Run 1, gate families picked out:
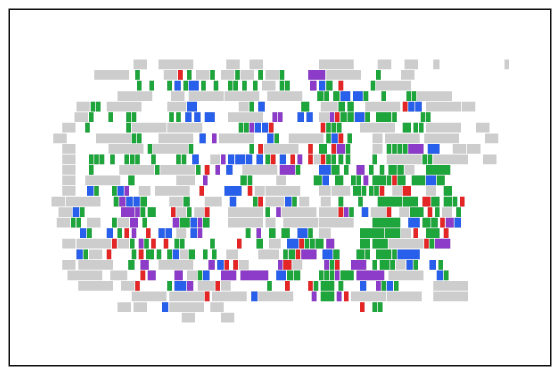
Run 1, sequential cells grouped by signal name:
Bar = 50 um.
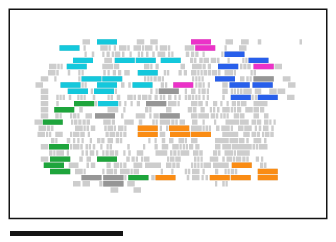
Run 1, wiring by layer:
Two of the layers only.
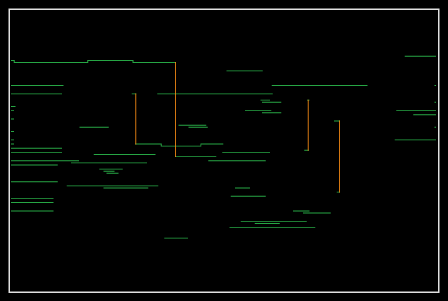
Run 1, cells by drive strength:
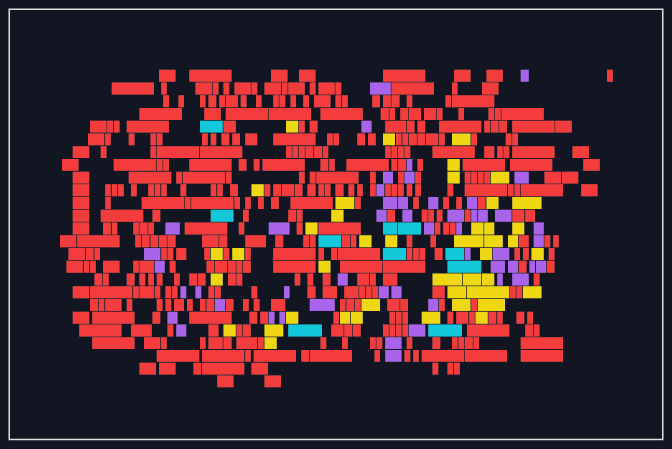
[config.mk]
export PLATFORM = sky130hd
export DESIGN_NAME = ov7670_stream_gen_flat
export DESIGN_NICKNAME = d
export VERILOG_FILES = /design/src/rtl/ov7670_gen_pkg.sv /design/src/rtl/ov7670_stream_gen_if.sv /design/src/rtl/ov7670_gen_timing.sv /design/src/rtl/ov7670_stream_gen.sv /design/src/flat_wrapper.sv
export SDC_FILE = /design/constraint.sdc
export NUM_CORES = 1
export LEC_CHECK = 0
export ABC_AREA = 1
export CAP_MARGIN = 20
export CORE_ASPECT_RATIO = 0.6
export CORE_MARGIN = 10
export CORE_UTILIZATION = 40
export CTS_BUF_LIST = sky130_fd_sc_hd__clkbuf_8
export DETAILED_ROUTE_END_ITERATION = 10
export HOLD_SLACK_MARGIN = 0.05
export PLACE_DENSITY_LB_ADDON = 0.25
export REMOVE_ABC_BUFFERS = 1
export SLEW_MARGIN = 20
export SYNTH_ARGS = -nofsm -noshare
export SYNTH_HDL_FRONTEND = slang
export SYNTH_SLANG_ARGS = --single-unit
[constraint.sdc]
create_clock -name clk -period 3.3 [get_ports clk]
set_clock_uncertainty 0.15 [all_clocks]
set_input_delay 0.99 -clock clk [delete_from_list [all_inputs] [get_ports clk]]
set_output_delay 0.99 -clock clk [all_outputs]
set_load 0.005 [all_outputs]
[src/rtl/ov7670_gen_pkg.sv]
// Shared types and constants for the OV7670-compatible stream generator.
package ov7670_gen_pkg;

  typedef enum logic [1:0] {
    RAMP  = 2'd0,
    BARS  = 2'd1,
    CHECK = 2'd2,
    CONST = 2'd3
  } mode_e;

  typedef enum logic {
    IDLE = 1'b0,
    RUN  = 1'b1
  } state_e;

  // Colour bars, left to right: white, yellow, cyan, green, magenta, red, blue, black.
  localparam logic [15:0] BAR_RGB565 [8] = '{
    16'hFFFF, 16'hFFE0, 16'h07FF, 16'h07E0,
    16'hF81F, 16'hF800, 16'h001F, 16'h0000
  };

  // RGB565 words go out MSB first; any extra bytes of a wider pixel are zero.
  function automatic logic [7:0] rgb565_byte(input logic [15:0] word, input logic [31:0] bidx);
    if (bidx == 32'd0)      return word[15:8];
    else if (bidx == 32'd1) return word[7:0];
    else                    return 8'h00;
  endfunction

endpackage

[src/rtl/ov7670_stream_gen_if.sv]
// Camera-side parallel bus: PCLK, VSYNC, HREF and the 8-bit data byte.
interface ov7670_stream_gen_if;
  logic       pclk_o;
  logic       vsync_o;
  logic       href_o;
  logic [7:0] d_o;

  modport master (output pclk_o, vsync_o, href_o, d_o);
  modport slave  (input  pclk_o, vsync_o, href_o, d_o);
endinterface

[src/rtl/ov7670_gen_timing.sv]
// PCLK enable divider, byte/line position counters and VSYNC/HREF/frame_done decode.
module ov7670_gen_timing #(
  parameter int H_ACTIVE     = 640,
  parameter int H_TOTAL      = 784,
  parameter int V_ACTIVE     = 480,
  parameter int V_TOTAL      = 510,
  parameter int V_SYNC_LINES = 3,
  parameter int V_FRONT      = 20,
  parameter int BPP          = 2,
  parameter int CLK_DIV      = 2,
  parameter int BYTE_W       = $clog2(BPP * H_TOTAL),
  parameter int LINE_W       = $clog2(V_TOTAL)
) (
  input  logic              clk,
  input  logic              rst_n,
  input  logic              run,
  input  logic              stream,
  output logic              tick,
  output logic              pclk,
  output logic              vsync,
  output logic              href,
  output logic              frame_last,
  output logic              frame_done,
  output logic [BYTE_W-1:0] nxt_byte,
  output logic [LINE_W-1:0] nxt_line,
  output logic              nxt_href,
  output logic [LINE_W-1:0] line_cnt
);

  localparam int DIV_W      = $clog2(CLK_DIV);
  localparam int BYTES_LINE = BPP * H_TOTAL;
  localparam int BYTES_ACT  = BPP * H_ACTIVE;

  logic [DIV_W-1:0]  div_cnt;
  logic [DIV_W-1:0]  div_nxt;
  logic [BYTE_W-1:0] byte_cnt;
  logic              byte_last;
  logic              line_last;

  assign tick    = (div_cnt == DIV_W'(CLK_DIV - 1));
  assign div_nxt = tick ? '0 : div_cnt + 1'b1;

  // Divider is free-running; pclk tracks the upper half of the byte period.
  always_ff @(posedge clk or negedge rst_n) begin
    if (!rst_n) begin
      div_cnt <= '0;
      pclk    <= 1'b0;
    end else begin
      div_cnt <= div_nxt;
      pclk    <= (div_nxt >= DIV_W'(CLK_DIV / 2));
    end
  end

  // Next position is what the registered outputs show after the coming tick.
  always_comb begin
    byte_last = (byte_cnt == BYTE_W'(BYTES_LINE - 1));
    line_last = (line_cnt == LINE_W'(V_TOTAL - 1));
    nxt_byte  = '0;
    nxt_line  = '0;
    if (run) begin
      nxt_byte = byte_last ? '0 : byte_cnt + 1'b1;
      nxt_line = line_cnt;
      if (byte_last) nxt_line = line_last ? '0 : line_cnt + 1'b1;
    end
    nxt_href = (32'(nxt_line) >= V_FRONT) &&
               (32'(nxt_line) <  V_FRONT + V_ACTIVE) &&
               (32'(nxt_byte) <  BYTES_ACT);
  end

  assign frame_last = run && byte_last && line_last;

  always_ff @(posedge clk or negedge rst_n) begin
    if (!rst_n) begin
      byte_cnt <= '0;
      line_cnt <= '0;
      vsync    <= 1'b0;
      href     <= 1'b0;
    end else if (tick) begin
      byte_cnt <= nxt_byte;
      line_cnt <= nxt_line;
      vsync    <= stream && (32'(nxt_line) < V_SYNC_LINES);
      href     <= stream && nxt_href;
    end
  end

  // Pulse spans the final clk of the frame's last byte period, i.e. the tick cycle.
  always_ff @(posedge clk or negedge rst_n) begin
    if (!rst_n) frame_done <= 1'b0;
    else        frame_done <= frame_last && (div_cnt == DIV_W'(CLK_DIV - 2));
  end

endmodule

[src/rtl/ov7670_stream_gen.sv]
// OV7670-compatible camera stream generator: run/idle FSM plus test-pattern mux.
// Build option OV_GEN_FRAME_TAG_EN: byte 0 of each frame's first active pixel carries a frame counter.
module ov7670_stream_gen
  import ov7670_gen_pkg::*;
#(
  parameter int H_ACTIVE     = 640,
  parameter int H_TOTAL      = 784,
  parameter int V_ACTIVE     = 480,
  parameter int V_TOTAL      = 510,
  parameter int V_SYNC_LINES = 3,
  parameter int V_FRONT      = 20,
  parameter int BPP          = 2,
  parameter int CLK_DIV      = 2,
  parameter int RAMP_STEP    = 16
) (
  input  logic                      clk,
  input  logic                      rst_n,
  input  logic                      en,
  input  mode_e                     mode,
  input  logic [15:0]               const_px,
  ov7670_stream_gen_if.master       cam,
  output logic                      frame_done,
  output logic [9:0]                line_idx,
  output logic                      busy
);

  localparam int BYTE_W = $clog2(BPP * H_TOTAL);
  localparam int LINE_W = $clog2(V_TOTAL);
  localparam int BAR_PX = H_ACTIVE / 8;

  state_e            state;
  logic              busy_q;
  mode_e             mode_q;
  logic [15:0]       const_q;
  logic [7:0]        ramp_acc;
  logic [7:0]        d_q;
  logic [7:0]        d_nxt;
  logic [7:0]        pat;

  logic              tick;
  logic              pclk;
  logic              vsync;
  logic              href;
  logic              frame_last;
  logic              run;
  logic              stream;
  logic              frame_start;
  logic [BYTE_W-1:0] nxt_byte;
  logic [LINE_W-1:0] nxt_line;
  logic              nxt_href;
  logic [LINE_W-1:0] line_cnt;

  logic [31:0]       px;
  logic [31:0]       bidx;
  logic [31:0]       aline;
  logic [31:0]       bar_i;
  logic [2:0]        bar;

  ov7670_gen_timing #(
    .H_ACTIVE     (H_ACTIVE),
    .H_TOTAL      (H_TOTAL),
    .V_ACTIVE     (V_ACTIVE),
    .V_TOTAL      (V_TOTAL),
    .V_SYNC_LINES (V_SYNC_LINES),
    .V_FRONT      (V_FRONT),
    .BPP          (BPP),
    .CLK_DIV      (CLK_DIV),
    .BYTE_W       (BYTE_W),
    .LINE_W       (LINE_W)
  ) u_timing (
    .clk        (clk),
    .rst_n      (rst_n),
    .run        (run),
    .stream     (stream),
    .tick       (tick),
    .pclk       (pclk),
    .vsync      (vsync),
    .href       (href),
    .frame_last (frame_last),
    .frame_done (frame_done),
    .nxt_byte   (nxt_byte),
    .nxt_line   (nxt_line),
    .nxt_href   (nxt_href),
    .line_cnt   (line_cnt)
  );

  // A frame in flight always completes; en only decides whether another follows.
  assign run         = (state == RUN);
  assign stream      = (state == IDLE) ? en : !(frame_last && !en);
  assign frame_start = ((state == IDLE) && en) || (frame_last && en);

`ifdef OV_GEN_FRAME_TAG_EN
  logic [7:0] frame_tag;

  always_ff @(posedge clk or negedge rst_n) begin
    if (!rst_n)          frame_tag <= '0;
    else if (frame_done) frame_tag <= frame_tag + 1'b1;
  end
`endif

  always_comb begin
    px    = 32'(nxt_byte) / BPP;
    bidx  = 32'(nxt_byte) % BPP;
    aline = 32'(nxt_line) - V_FRONT;
    bar_i = px / BAR_PX;
    bar   = (bar_i > 32'd7) ? 3'd7 : bar_i[2:0];
    pat   = 8'h00;
    case (mode_q)
      RAMP:    pat = ramp_acc;
      BARS:    pat = rgb565_byte(BAR_RGB565[bar], bidx);
      CHECK:   pat = ((((px >> 3) ^ (aline >> 3)) & 32'd1) != 32'd0) ? 8'hFF : 8'h00;
      CONST:   pat = rgb565_byte(const_q, bidx);
      default: pat = 8'h00;
    endcase
`ifdef OV_GEN_FRAME_TAG_EN
    if ((px == 32'd0) && (aline == 32'd0) && (bidx == 32'd0)) pat = frame_tag;
`endif
    d_nxt = (stream && nxt_href) ? pat : 8'h00;
  end

  // Pattern settings are captured only at frame start so a frame never mixes patterns.
  always_ff @(posedge clk or negedge rst_n) begin
    if (!rst_n) begin
      state    <= IDLE;
      busy_q   <= 1'b0;
      mode_q   <= RAMP;
      const_q  <= '0;
      ramp_acc <= '0;
      d_q      <= '0;
    end else if (tick) begin
      d_q <= d_nxt;
      if (frame_start) begin
        mode_q   <= mode;
        const_q  <= const_px;
        ramp_acc <= '0;
      end else if (stream && nxt_href && (bidx == 32'(BPP - 1))) begin
        ramp_acc <= ramp_acc + 8'(RAMP_STEP);
      end
      case (state)
        IDLE: begin
          if (en) begin
            state  <= RUN;
            busy_q <= 1'b1;
          end
        end
        RUN: begin
          if (frame_last && !en) begin
            state  <= IDLE;
            busy_q <= 1'b0;
          end
        end
        default: begin
          state  <= IDLE;
          busy_q <= 1'b0;
        end
      endcase
    end
  end

  assign cam.pclk_o  = pclk;
  assign cam.vsync_o = vsync;
  assign cam.href_o  = href;
  assign cam.d_o     = d_q;
  assign busy        = busy_q;
  assign line_idx    = 10'(line_cnt);

endmodule

[src/flat_wrapper.sv]
// flat-port wrapper written by rule: the top's interface ports become plain ports
module ov7670_stream_gen_flat import ov7670_gen_pkg::*;
#(
  parameter int H_ACTIVE     = 640,
  parameter int H_TOTAL      = 784,
  parameter int V_ACTIVE     = 480,
  parameter int V_TOTAL      = 510,
  parameter int V_SYNC_LINES = 3,
  parameter int V_FRONT      = 20,
  parameter int BPP          = 2,
  parameter int CLK_DIV      = 2,
  parameter int RAMP_STEP    = 16
)
  (clk, rst_n, en, mode, const_px, frame_done, line_idx, busy, cam_pclk_o, cam_vsync_o, cam_href_o, cam_d_o);
  ov7670_stream_gen_if cam_i ();
  input  logic clk;
  input  logic rst_n;
  input  logic en;
  input  mode_e mode;
  input  logic [15:0] const_px;
  output logic frame_done;
  output logic [9:0] line_idx;
  output logic busy;
  output wire logic [$bits(cam_i.pclk_o)-1:0] cam_pclk_o;
  output wire logic [$bits(cam_i.vsync_o)-1:0] cam_vsync_o;
  output wire logic [$bits(cam_i.href_o)-1:0] cam_href_o;
  output wire logic [$bits(cam_i.d_o)-1:0] cam_d_o;
  assign cam_pclk_o = cam_i.pclk_o;
  assign cam_vsync_o = cam_i.vsync_o;
  assign cam_href_o = cam_i.href_o;
  assign cam_d_o = cam_i.d_o;
  ov7670_stream_gen #(.H_ACTIVE(H_ACTIVE), .H_TOTAL(H_TOTAL), .V_ACTIVE(V_ACTIVE), .V_TOTAL(V_TOTAL), .V_SYNC_LINES(V_SYNC_LINES), .V_FRONT(V_FRONT), .BPP(BPP), .CLK_DIV(CLK_DIV), .RAMP_STEP(RAMP_STEP)) u_core (.clk(clk), .rst_n(rst_n), .en(en), .mode(mode), .const_px(const_px), .cam(cam_i), .frame_done(frame_done), .line_idx(line_idx), .busy(busy));
endmodule
==> CHANGELOG.md, run 1 <==
### Changed

- Number of library cell types mapped by synthesis: 40
- Source of the worst hold timing path: u_core.const_q[12]$_DFFE_PN0P_
- Outcome: complete, no violations
- Sequential logic power: 706 uW
- Count of placed standard cells including taps: 610
- Number of global-route vias before repair: 2872
- Hold crit path type: reg -> reg
- Prevailing post-synth register cell: sky130_fd_sc_hd__dfrtp_1
- Average via count per standard cell: slightly below 5
- Post-route cell area: 4300 um2
- Number of enable flip-flop cells: 0
- Setup TNS: 0 ns
- Clock Sinks: roughly 56
- Cell Rows: 25
- Switching fraction of total power: 0.246
- DRT met1 WL: 4560 um
- Max Fclk: 313 MHz
- Fraction of layout instances using a drive strength above 1: 0.197
- Level count of the clock H-tree: 2
- WL final: slightly below 9000 um
- Minimum clock period after layout: 3.19 ns
- Worst-case setup slack after placement: 0.0474 ns
- Post-Syn Area per Cell: 7.44 um2
- Hold worst-path end: u_core.const_q[12]$_DFFE_PN0P_
- Post-CTS clock slew at the launch and capture registers of the worst setup and hold paths: ~0.11 ns
- Flop2flop setup slack: approximately 0.11 ns
- Arr. time, crit path: 3.31 ns
- Routed met2 length: between 3000 and 4000 um
- Total power draw: 1.17 mW
- Area growth from synthesis to layout: 26.0%
- Worst setup slack after layout: around 0.11 ns
- Fp util: 0.423
- Number of hold buffers added after CTS: 0
- Kind of cell with the highest combined delay on the critical path: simple AND/OR/NAND/NOR gates
- Fin Hold WS: 0.335 ns
- Psw: 289 uW
- Number of storage elements in the synthesis netlist: 56
- Clock group share of total power: 0.335
- Part of the total power dissipated in sequential elements: 0.601
- Last weighted congestion value of the routability-driven placer: 0.882
- Total number of vias: roughly 3100
- Total count of max-transition violations in the final report: 0
- Die width: between 100 and 150 um
- Met3 wire length: 664 um
- GRT Overall Usage: 0.133
- Crit path buf inv count: 4
- Estimated wirelength of the detail-placed design: roughly 6700 um
- Port Buf Inserts: ~42
- Core region area: 8070 um2
- Area contributors post-synth: sky130_fd_sc_hd__dfrtp_1 (41%), sky130_fd_sc_hd__nand2_1 (17%), sky130_fd_sc_hd__o21ai_0 (5.0%)
- Worst-margin pin slew: 0.497 ns
- Number of fillers in the final layout: around 800
- Synthesis area per yosys: about 3400 um2
- Ratio of final minimum period to clock period: 0.968
- Number of resized instances in the post-cts repair step: 0
- Area fraction in xor and xnor cells: 0.0128
- Portion of total power attributed to combinational logic: 0.064
- Share of the core filled with cells: 0.533
- Hold Violations, Final: 0
- Slowest CP cell: sky130_fd_sc_hd__dfrtp_1
- Internal Dissipation: 885 uW
- Number of buffers created by CTS: 5
- DRC violation count after routing: 0
- Top-area cell share: 0.411
- Cell taking the most area after synthesis: sky130_fd_sc_hd__dfrtp_1
- Total cells reported by yosys after synthesis: 459
- Depth of the worst hold-timing path: 2
- Maximum clock insertion buffer count: 2
- Global routing usage on met2: 0.183
- Share of synthesized cell area in and, or, nand and nor gates: 0.363
- Die Y-Extent: ~92 um
- Iteration-0 DRC count of the detailed router: 218
- Worst VDD drop: 0.171 mV
- Final setup viols: 0
- Peak per-stage delay on the critical path: 0.43 ns
- Clock tree from TritonCTS: done
- GR Util met1: 0.198
## Picture notes: 'gate families picked out'
NOR gates: drawn in purple, cells 48, most used nor2_1. NAND gates: drawn in green, cells 210, most used nand2_1. inverters: drawn in red, cells 54, most used inv_1. inverting AOI/OAI gates: drawn in blue, cells 65, most used o21ai_0.

## Picture notes: 'sequential cells grouped by signal name'
u_core.u_timing.byte_cnt: drawn in orange, flops 11. u_core.const_q: drawn in cyan, flops 16. u_core.cam.d_o: drawn in blue, flops 8. u_core.ramp_acc: drawn in magenta, flops 4, where north. u_core.u_timing.line_cnt: drawn in green, flops 9.
Another 8 sequential cells are not coloured.

## Picture notes: 'wiring by layer'
met4: drawn in orange, wire length 86.4 um. met3: drawn in green, wire length 665 um.

## Picture notes: 'cells by drive strength'
drive 1 or less: drawn in red, cells 419. drive 2: drawn in purple, cells 50. drive 6 and up: drawn in cyan, cells 10. drive 3 to 4: drawn in yellow, cells 43.

==> run 1: registers in the layout, indices dropped and copies added (netlist names) <==
register                    count
u_core.busy                     1
u_core.cam.d_o                  8
u_core.const_q                 16
u_core.mode_q                   2
u_core.ramp_acc                 4
u_core.run                      1
u_core.u_timing.byte_cnt       11
u_core.u_timing.frame_done      1
u_core.u_timing.href            1
u_core.u_timing.line_cnt        9
u_core.u_timing.tick            1
u_core.u_timing.vsync           1
==> run 1: cell type report <==
cell class | instances | area (um2) | area share
inverters | 54 | 210 | 0.0489
well taps | 108 | 135 | 0.0314
multi-input cells | 338 | 1870 | 0.434
flip-flops and latches | 56 | 1400 | 0.326
clock buffers | 5 | 68.8 | 0.0160
clock inverters | 3 | 21.3 | 0.00494
repair buffers | 66 | 599 | 0.139
Run 1, track usage over the die:
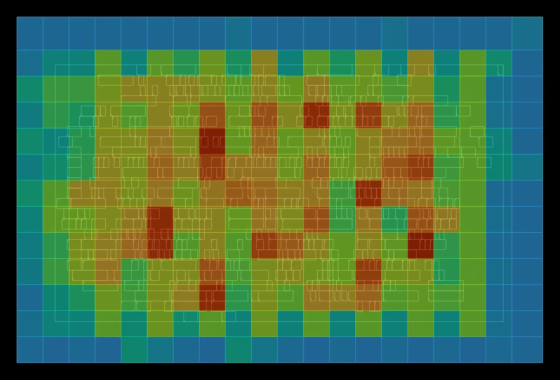

==> run 2: changes to the inputs <==
--- a/config.mk
+++ b/config.mk
@@ -5,7 +5,7 @@
 export SDC_FILE = /design/constraint.sdc
 export NUM_CORES = 1
 export LEC_CHECK = 0
-export ABC_AREA = 1
+export ABC_AREA = 0
 export CAP_MARGIN = 20
 export CORE_ASPECT_RATIO = 0.6
 export CORE_MARGIN = 10
Run 2, track usage over the die:
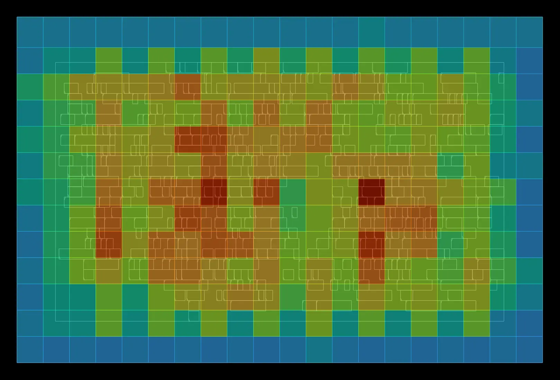
average wire per cell in the routed design: 17.3 um
share of the core filled with cells: 0.542
GRT Overall Usage: 0.151

Run 2, wiring by layer:
Two of the layers only.
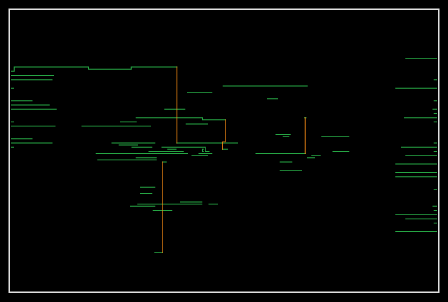
met4: drawn in orange, wire length 75.7 um. met3: drawn in green, wire length 649 um.

==> CHANGELOG.md, run 2 <==
### Changed

- Outcome: finished with violations (was complete, no violations)
- Violations in the final reports: setup timing
- Final setup viols: 6 (was 0)
- Kind of cell with the highest combined delay on the critical path: simple AND/OR/NAND/NOR gates (unchanged)
- Fraction of layout instances using a drive strength above 1: 0.187 (was 0.197)
- Number of global-route vias before repair: 2949 (was 2872)
- Worst-case setup slack after placement: -0.0235 ns (was 0.0474 ns)
- Core region area: 8010 um2 (was 8070 um2)
- Area fraction in xor and xnor cells: 0.0367 (was 0.0128)
- Arr. time, crit path: 3.44 ns (was 3.31 ns)
- Number of hold buffers added after CTS: 0 (unchanged)
- Count of placed standard cells including taps: 557 (was 610)
- DRC violation count after routing: 0 (unchanged)
- Synthesis area per yosys: 3340 um2 (was 3410 um2)
- Estimated wirelength of the detail-placed design: 7080 um (was 6690 um)
- Fp util: 0.418 (was 0.423)
- WL final: 9910 um (was 8880 um)
- Minimum clock period after layout: 3.35 ns (was 3.19 ns)
- Die width: 138 um (was 139 um)
- Number of resized instances in the post-cts repair step: 3 (was 0)
- Number of buffers created by CTS: 5 (unchanged)
- Post-Syn Area per Cell: 8.53 um2 (was 7.44 um2)
- Area contributors post-synth: sky130_fd_sc_hd__dfrtp_1 (42%), sky130_fd_sc_hd__nand2_1 (12%), sky130_fd_sc_hd__a21oi_1 (2.8%) (was sky130_fd_sc_hd__dfrtp_1 (41%), sky130_fd_sc_hd__nand2_1 (17%), sky130_fd_sc_hd__o21ai_0 (5.0%))
- Fin Hold WS: 0.322 ns (was 0.335 ns)
- Port Buf Inserts: 42 (unchanged)
- Number of library cell types mapped by synthesis: 60 (was 40)
- Worst setup slack after layout: -0.0510 ns (was 0.107 ns)
- Crit path buf inv count: 0 (was 4)
- Registers with the most flip-flops: u_core.const_q x16, u_core.u_timing.byte_cnt x11, u_core.u_timing.line_cnt x9 (unchanged)
- Cell Rows: 25 (unchanged)
- Total cells reported by yosys after synthesis: 392 (was 459)
- Clock tree from TritonCTS: done (unchanged)
- Internal Dissipation: 1.08 mW (was 885 uW)
- Clock Sinks: 56 (unchanged)
- Number of flip-flops in the largest register: 16 (unchanged)
- Iteration-0 DRC count of the detailed router: 337 (was 218)
- Post-route cell area: 4340 um2 (was 4300 um2)
- Combined flip-flop and latch cell area: 1400 um2 (unchanged)
- Hold crit path type: in -> async (was reg -> reg)
- Worst VDD drop: 0.222 mV (was 0.171 mV)
- Share of synthesized cell area in and, or, nand and nor gates: 0.250 (was 0.363)
- Average via count per standard cell: 5.62 (was 4.91)
- Maximum clock insertion buffer count: 2 (unchanged)
- Cell taking the most area after synthesis: sky130_fd_sc_hd__dfrtp_1 (unchanged)
- Switching fraction of total power: 0.330 (was 0.246)
- Total power draw: 1.62 mW (was 1.17 mW)
- Combinational gate area: 1910 um2 (was 1870 um2)
- Sequential logic power: 809 uW (was 706 uW)
- Total count of max-transition violations in the final report: 0 (unchanged)
- Post-CTS clock slew at the launch and capture registers of the worst setup and hold paths: 0.12 ns (was 0.11 ns)
- Max Fclk: 298 MHz (was 313 MHz)
- Psw: 533 uW (was 289 uW)
- Global routing usage on met2: 0.190 (was 0.183)
- Portion of total power attributed to combinational logic: 0.246 (was 0.064)
- Peak per-stage delay on the critical path: 0.56 ns (was 0.43 ns)
- Number of fillers in the final layout: 764 (was 796)
- Number of storage elements in the synthesis netlist: 56 (unchanged)
- Area growth from synthesis to layout: 29.8% (was 26.0%)
- Die Y-Extent: 90.8 um (was 91.6 um)
- Ratio of final minimum period to clock period: 1.02 (was 0.968)
-- run 2: area by class of cell --
cell class | instances | area share
sequential | 56 | 0.323
clock inverter | 3 | 0.00605
tap | 108 | 0.0311
inverter | 8 | 0.00692
clock buffer | 5 | 0.0159
timing repair buffer | 87 | 0.177
multi-input combinational | 306 | 0.440
-- run 2: cells by family (layout without fill, tap and decap cells) --
group | count (synthesis) | in the layout
flops | 56 | 56
simple gates | 183 | 183
compound gates | 88 | 88
buf+inv | 30 | 103
xor+xnor | 14 | 14
fa+ha+maj | 6 | 6
mux | 14 | 14
other cells | 1 | 1
-- run 2: metal layers --
layer / vias up / part of all wire
met2: 117 / 0.37
met5: - / 0
met4: 0 / 0.0076
met1: 1548 / 0.55
met3: 8 / 0.066
li1: 1546 / -
Power and IR drop assume default switching activity.
